`config.mk`:
```
export PLATFORM = sky130hd
export DESIGN_NAME = uart_time_reporter
export DESIGN_NICKNAME = d
export VERILOG_FILES = /design/src/rtl/uart_time_reporter.sv
export SDC_FILE = /design/constraint.sdc
export NUM_CORES = 1
export LEC_CHECK = 0
export CORE_MARGIN = 2
export CORE_UTILIZATION = 50
export CTS_CLUSTER_SIZE = 10
export DETAILED_ROUTE_END_ITERATION = 7
export PLACE_DENSITY = 0.77
export SETUP_SLACK_MARGIN = 0.3
export SYNTH_ARGS = -nofsm -noshare
export SYNTH_HDL_FRONTEND = slang
export SYNTH_SLANG_ARGS = --single-unit
```
`constraint.sdc`:
```
create_clock -name clk -period 6.3 [get_ports clk]
set_input_delay 1.26 -clock clk [delete_from_list [all_inputs] [get_ports clk]]
set_output_delay 1.26 -clock clk [all_outputs]
set_load 0.02 [all_outputs]
```
`src/rtl/uart_time_reporter.sv`:
```
// Formats a snapshot of the watch/stopwatch time as "P HH:MM:SS.CC" plus CR,LF or LF
// and pushes it into the TX FIFO one byte per cycle, holding position while the FIFO is full.
module uart_time_reporter #(
  parameter logic [7:0] PREFIX_W = 8'h57,
  parameter logic [7:0] PREFIX_S = 8'h53,
  parameter bit         EOL_CRLF = 1'b1
) (
  input  logic       clk,
  input  logic       rst,
  input  logic       req,
  input  logic       mode,
  input  logic [4:0] hour,
  input  logic [5:0] min,
  input  logic [5:0] sec,
  input  logic [6:0] csec,
  input  logic       fifo_full,
  output logic       fifo_push,
  output logic [7:0] fifo_wdata,
  output logic       busy,
  output logic       done
);

  typedef enum logic [1:0] {
    IDLE = 2'd0,
    SEND = 2'd1,
    DONE = 2'd2
  } state_t;

  localparam logic [3:0] LAST_IDX = EOL_CRLF ? 4'd14 : 4'd13;

  state_t     state;
  logic [3:0] idx;
  logic       snap_mode;
  logic [4:0] snap_hour;
  logic [5:0] snap_min;
  logic [5:0] snap_sec;
  logic [6:0] snap_csec;
  logic [7:0] frame_byte;

  logic [15:0] hour_txt;
  logic [15:0] min_txt;
  logic [15:0] sec_txt;
  logic [15:0] csec_txt;

  // Two ASCII digits {tens, ones}; anything above 99 reads as "99".
  function automatic logic [15:0] two_digits(input logic [6:0] v);
    logic [6:0] s;
    logic [6:0] tens;
    logic [6:0] ones;
    s    = (v > 7'd99) ? 7'd99 : v;
    tens = s / 7'd10;
    ones = s % 7'd10;
    return {8'h30 + {1'b0, tens}, 8'h30 + {1'b0, ones}};
  endfunction

  assign hour_txt = two_digits({2'b00, snap_hour});
  assign min_txt  = two_digits({1'b0, snap_min});
  assign sec_txt  = two_digits({1'b0, snap_sec});
  assign csec_txt = two_digits(snap_csec);

  always_comb begin
    frame_byte = 8'h00;
    case (idx)
      4'd0:    frame_byte = snap_mode ? PREFIX_S : PREFIX_W;
      4'd1:    frame_byte = 8'h20;
      4'd2:    frame_byte = hour_txt[15:8];
      4'd3:    frame_byte = hour_txt[7:0];
      4'd4:    frame_byte = 8'h3A;
      4'd5:    frame_byte = min_txt[15:8];
      4'd6:    frame_byte = min_txt[7:0];
      4'd7:    frame_byte = 8'h3A;
      4'd8:    frame_byte = sec_txt[15:8];
      4'd9:    frame_byte = sec_txt[7:0];
      4'd10:   frame_byte = 8'h2E;
      4'd11:   frame_byte = csec_txt[15:8];
      4'd12:   frame_byte = csec_txt[7:0];
      4'd13:   frame_byte = EOL_CRLF ? 8'h0D : 8'h0A;
      4'd14:   frame_byte = 8'h0A;
      default: frame_byte = 8'h00;
    endcase
  end

  // Push is gated by fifo_full in the same cycle so a stall never drops or repeats a byte.
  assign fifo_push  = (state == SEND) && !fifo_full;
  assign fifo_wdata = (state == SEND) ? frame_byte : 8'h00;
  assign busy       = (state == SEND) || (state == DONE);
  assign done       = (state == DONE);

  always_ff @(posedge clk or posedge rst) begin
    if (rst) begin
      state     <= IDLE;
      idx       <= 4'd0;
      snap_mode <= 1'b0;
      snap_hour <= 5'd0;
      snap_min  <= 6'd0;
      snap_sec  <= 6'd0;
      snap_csec <= 7'd0;
    end else begin
      case (state)
        IDLE: begin
          idx <= 4'd0;
          if (req) begin
            snap_mode <= mode;
            snap_hour <= hour;
            snap_min  <= min;
            snap_sec  <= sec;
            snap_csec <= csec;
            state     <= SEND;
          end
        end
        SEND: begin
          if (fifo_push) begin
            if (idx == LAST_IDX) begin
              idx   <= 4'd0;
              state <= DONE;
            end else begin
              idx <= idx + 4'd1;
            end
          end
        end
        DONE: begin
          state <= IDLE;
        end
        default: begin
          state <= IDLE;
          idx   <= 4'd0;
        end
      endcase
    end
  end

endmodule

```
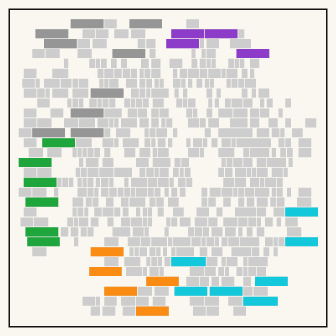
Run 1: register map, names as in the netlist
Other sequential cells in the stronger grey, the rest of the logic in the fainter grey.
Key: `snap_hour` = orange [placed flops 5]; `idx` = purple [placed flops 4, where north]; `snap_min` = green [placed flops 6, where west]; `snap_csec` = cyan [placed flops 7, where south-east]
Another 9 sequential cells are not coloured.
Finished Core Util: 0.598
flop share of the area: 0.194

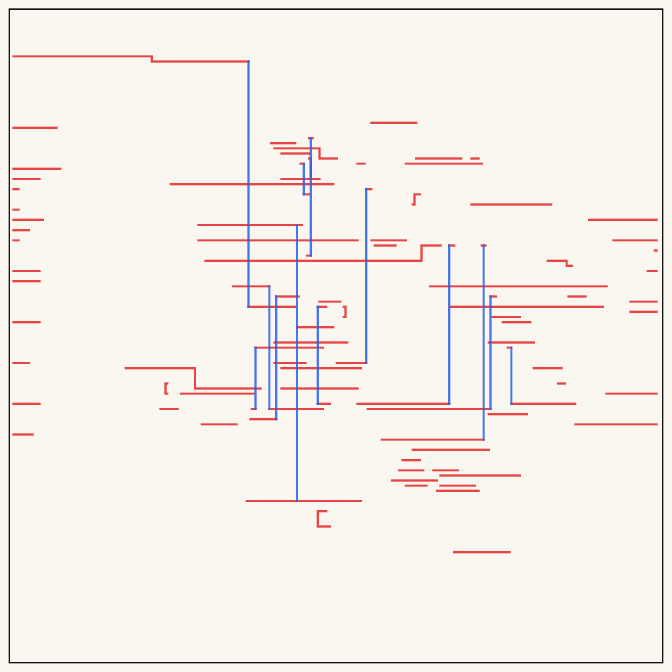
Run 1: wiring by layer
Only two layers are drawn.
Key: M4 = blue [wire length 235 um]; M3 = red [wire length 599 um]
total number of vias: 3511
final WL: 8940 um
WL per Instance: 15.9 um
Overall Global Routing Usage: 0.242

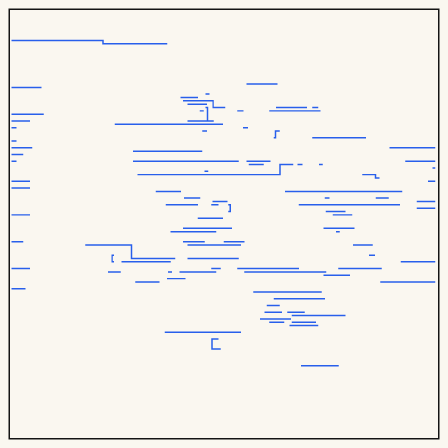
Run 1: met3 routing
77 nets have wire on it. The wires run mostly horizontal. The longest straight run is 28.8 um. The layer holds 6.7% of the routed length.
met3 usage: 0.0476

==> run summary, run 1 <==
outcome = complete, no violations
OpenROAD warnings = 36
Worst Max-Slew Pin Slew = 1030 ps
# H-tree levels = 2
Worst Hold End = snap_mode
MUX share of area = 0.0972
reg-to-reg critical path startpoint = idx[0]
syn avg cell area = 7.66 sq um
clock root cell = clkbuf_8
CTS tree = done
clk latency late pin = 290 ps
Critical Path Sink = fifo_wdata[6]
post-route ant nets = 0
clock-cell share of area = 0.0259
first-pass GRT wire length = 14800 um
logic area = 0.00248 sq mm
tap cells = 80
Adder Area Share = 0.0621
# IOs = 40
final hold violations = 0
Worst R2R End = idx[2]
Tcrit/Tclk final = 0.916
largest net degree at the start of global routing = 32
Max-cap violations = 0
Synth top cells by count = nor2_1 (54), o21ai_0 (37), nand2_1 (36), a21oi_1 (33), dfrtp_1 (31)
initial antenna violation count = 0
leading area contributor after synthesis = dfrtp_1
top cell category = combinational gates
XOR/XNOR Area Share = 0.0333
starting density of the core = 0.509
chip area = 0.00752 sq mm
Worst EP required = 5040 ps
Top cell area share = 0.227
Layout clock buffers = 7
Area growth syn-to-layout = 17.3%
Floorplan Nets = 493
start point of the critical path = snap_csec[5]
MI comb cells = 365
largest registers = snap_csec x7, snap_min x6, snap_sec x6
fmax = 0.173 GHz
Filler Cell Count = 581
Registers, synthesis = 31
Flop Count = 31
clock slew seen by the registers of the worst setup and hold paths = 70 ps
final setup vio count = 0
Tmin final = 5770 ps
[run 1: critical path, stage by stage, from the launching register on]
cell and delay [ps]:
dfrtp_2 410, nand2_2 110, and2_1 180, ha_2 220
o21a_1 210, o21ai_2 200, ha_2 330, o2bb2ai_1 130
a32o_2 270, or2_4 270, nor2_2 160, o21ai_2 90
ha_2 240, a2bb2oi_4 190, nand2b_4 170, o221ai_4 260
and2b_1 240, xnor2_1 130, o32ai_1 160, clkbuf_2 230
[run 1: what timing repair did]
| action | CTS | global route |
|---|---|---|
| buffers inserted | 0 | 8 |
| endpoints found under the hold margin | 0 | 0 |
| gates resized | 11 | 13 |
| endpoints found under the setup margin | 7 | 8 |
| hold buffers | 0 | 0 |
| pin swaps | 0 | 3 |
[run 1: through the flow]
stage	area, sq um	std cells	worst slack (ps)	hold WS, ps
finish	4020	561	531	543
global route	4020	561	227	572
CTS	3940	553	255	542
detailed placement	3830	545	94.4	526
global placement	3830	545	299	506
floorplan	3420	447	1110	474
[run 1: routing by layer]
metal / vias up / routed length, um / global-route usage
met5: - / 0 / 0
met4: 0 / 235 / 0.0923
met1: 1643 / 3940 / 0.331
met3: 27 / 598 / 0.0476
met2: 152 / 4160 / 0.379
li1: 1689 / - / -
[run 1: cells in the final DEF, fill, tap and decap left out, types with 5 or more instances in the layout]
master and count:
nor2b_1 11, nand3_1 13, nor3_1 12, clkdlybuf4s50_1 34
nand2b_1 9, nand2_1 36, ha_1 14, o211ai_1 5
inv_1 25, mux2_2 26, a31oi_1 5, buf_4 11
clkbuf_8 7, xnor2_1 9, o21ai_0 36, dfrtp_1 29
and2_1 5, a211oi_1 7, a21oi_1 33, nor2_1 53
--- run 2 (diff from run 1) ---
--- a/config.mk
+++ b/config.mk
@@ -10,7 +10,6 @@
 export CTS_CLUSTER_SIZE = 10
 export DETAILED_ROUTE_END_ITERATION = 7
 export PLACE_DENSITY = 0.77
-export SETUP_SLACK_MARGIN = 0.3
 export SYNTH_ARGS = -nofsm -noshare
 export SYNTH_HDL_FRONTEND = slang
 export SYNTH_SLANG_ARGS = --single-unit
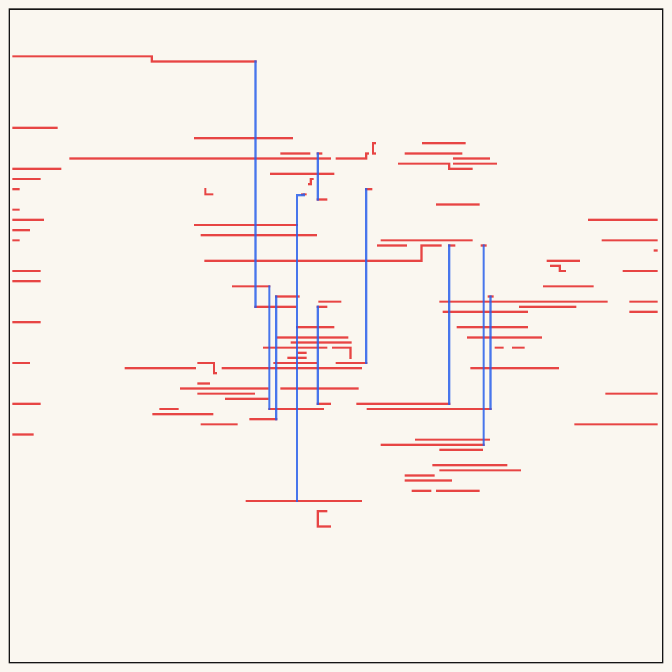
Run 2: wiring by layer
Only two layers are drawn.
Key: M3 = red [wire length 667 um]; M4 = blue [wire length 212 um]
WL per Instance: 16.0 um
final WL: 8880 um
total number of vias: 3509

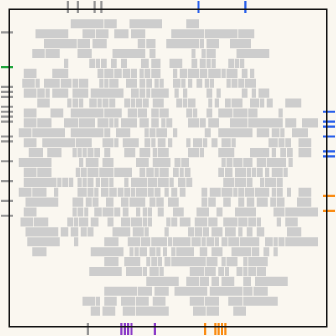
Run 2: pin placement
Pins as bars across the die edge, other pins in grey.
Key: `hour` = purple [pins 5, direction input, edge south]; `fifo_wdata` = blue [pins 8, direction output, edge 6 east, 2 north]; `csec` = orange [pins 7, direction input, edge 5 south, 2 east]; `mode` = green [pins 1, direction input, edge west]
All pins by edge: 15 west, 11 south, 8 east, 6 north.
die height: 86.7 um
Die Wd: 86.7 um
input/output buffers: 39

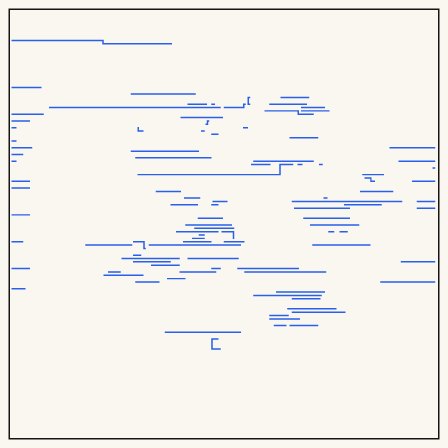
Run 2: met3 routing
The wires run mostly horizontal. The layer carries 667 um of wire. The layer holds 7.5% of the routed length. The longest straight run is 34.5 um. 80 nets have wire on it.

==> run 2 against run 1 <==
Fmax is 3.0% lower. Sequential share of layout area is 0.085 points higher. Final cell count is 0.89% lower. Die size stayed put. Highest routed layer unchanged. Via count hardly changed. Critical endpoint unchanged. Global-route usage stayed put. Clock-buffer cell count stayed put. Setup slack worse by 180 ps. Critical path depth stayed put. Wire length is 0.68% lower. Clock skew is 0.71 ps lower.
==> run summary, run 2 <==
outcome = complete, no violations
Filler Cell Count = 579 (-0.34%)
Crit path buffers/inverters = 1 (unchanged)
crit-path most repeated cell = ha_2
first-pass GRT wire length = 14800 um (unchanged)
leading area contributor after synthesis = dfrtp_1
Max-cap violations = 0 (unchanged)
# H-tree levels = 2 (unchanged)
# IOs = 40 (unchanged)
Overall Global Routing Usage = 0.242 (unchanged)
DP Worst Slack = 94.4 ps (unchanged)
Fin Setup TNS = 0 ps
Tcrit/Tclk final = 0.944 (+0.0279)
syn avg cell area = 7.66 sq um (unchanged)
CP cell instances = nand2_2 > and2_1 > ha_2 > o21a_1 > o21ai_2 > ha_2 > o2bb2ai_1 > a32o_2 > or2_4 > nor2_1 > o21ai_1 > ha_2 > a2bb2oi_4 > nand2b_4 > o221a_2 > and2b_1 > xnor2_1 > o32ai_1 > dlygate4sd2_1
most common logic cells in the final layout = nor2_1 (54), nand2_1 (36), o21ai_0 (36), clkdlybuf4s50_1 (34), a21oi_1 (33)
clk latency late pin = 290 ps (about the same)
reg-to-reg critical path startpoint = idx[0]
largest registers = snap_csec x7, snap_min x6, snap_sec x6
OpenROAD warnings = 34 (-5.6%)
CP top delay family = AND-OR/OR-AND gates
initial antenna violation count = 0 (unchanged)
CTS tree = done
fmax = 0.168 GHz (-3.0%)
nets = 521
logic area = 0.00247 sq mm (-0.25%)
chip area = 0.00752 sq mm (unchanged)
placed cells = 545 (unchanged)
Relative slew margins = 0.310
final instance area = 0.00400 sq mm (-0.44%)
Worst Hold Slack = 543 ps (+0.0920 ps)
ys async rst share = 1.00
post-route ant nets = 0 (unchanged)
Worst Max-Slew Pin Slew = 1030 ps (+0.722 ps)
largest net degree at the start of global routing = 32 (unchanged)
Layout Cells excl Fill = 556 (-0.89%)
starting density of the core = 0.509 (unchanged)
Floorplan Nets = 493 (unchanged)
Top cell area share = 0.227 (unchanged)
Finished Core Util = 0.595 (-0.00261)
clock root cell = clkbuf_8
placed cell area = 0.00383 sq mm (unchanged)
Top reg by flops = snap_csec
final hold violations = 0 (unchanged)
Final WS setup = 355 ps (-176 ps)
DR pass1 iterations = 5
clock slew seen by the registers of the worst setup and hold paths = 70 ps (about the same)
Commonest Layout Cell = nor2_1
Area growth syn-to-layout = 16.8%
Tmin final = 5940 ps (+176 ps)
start point of the critical path = snap_csec[5]
Worst EP required = 5040 ps (about the same)
clock buffer depth = 2
CP max-delay cell = dfrtp_2
Synth top cells by count = nor2_1 (54), o21ai_0 (37), nand2_1 (36), a21oi_1 (33), dfrtp_1 (31)
final setup vio count = 0 (unchanged)
Registers, synthesis = 31 (unchanged)
Max stage delay on crit path = 410 ps (about the same)
synthesized cell area = 0.00342 sq mm
-- run 2: cell counts after synthesis --
No cell type changed its count.
-- run 2: layout make-up --
type,instances,share of cell area
repair buffers,45,0.111
well taps,80,0.0250
clock inverters,1,0.00188
flip-flops and latches,31,0.195
multi-input cells,365,0.618
clock buffers,7,0.0241
inverters,27,0.0254
-- run 2: layer usage --
layer,part of all wire,global-route usage,up-vias,wire length (um)
met2,0.46,0.379,162,4100
met1,0.44,0.331,1644,3900
met3,0.075,0.0476,22,667
li1,-,-,1681,-
met5,0,0,-,0
met4,0.024,0.0923,0,211
-- run 2: path summary, 6_finish.rpt --
check	to	slack [ps]	depth (start not counted)
worst max-delay path	fifo_wdata[6]	360	19
worst min-delay path	snap_mode	540	1
worst max register to register	idx[2]	4110	6
worst min register to register	snap_mode	540	1
max in group asynchronous	snap_csec[5]	4650	3
min in group asynchronous	snap_hour[4]	1340	3
-- run 2: kinds of logic after synthesis --
family | Yosys count | synth area share
fa+ha+maj | 17 | 0.0621
simple gates | 161 | 0.228
compound gates | 144 | 0.291
mux | 30 | 0.0972
xor+xnor | 13 | 0.0333
buf+inv | 51 | 0.0618
flops | 31 | 0.227
-- run 2: timing repair --
| action | 4_1_cts | 5_1_grt |
|---|---|---|
| setup endpoints to repair | 5 | 6 |
| setup buffers | 0 | 3 |
| hold buffers | 0 | 0 |
| resized | 6 | 9 |
| cloned | 0 | 0 |
| pin swaps | 0 | 2 |
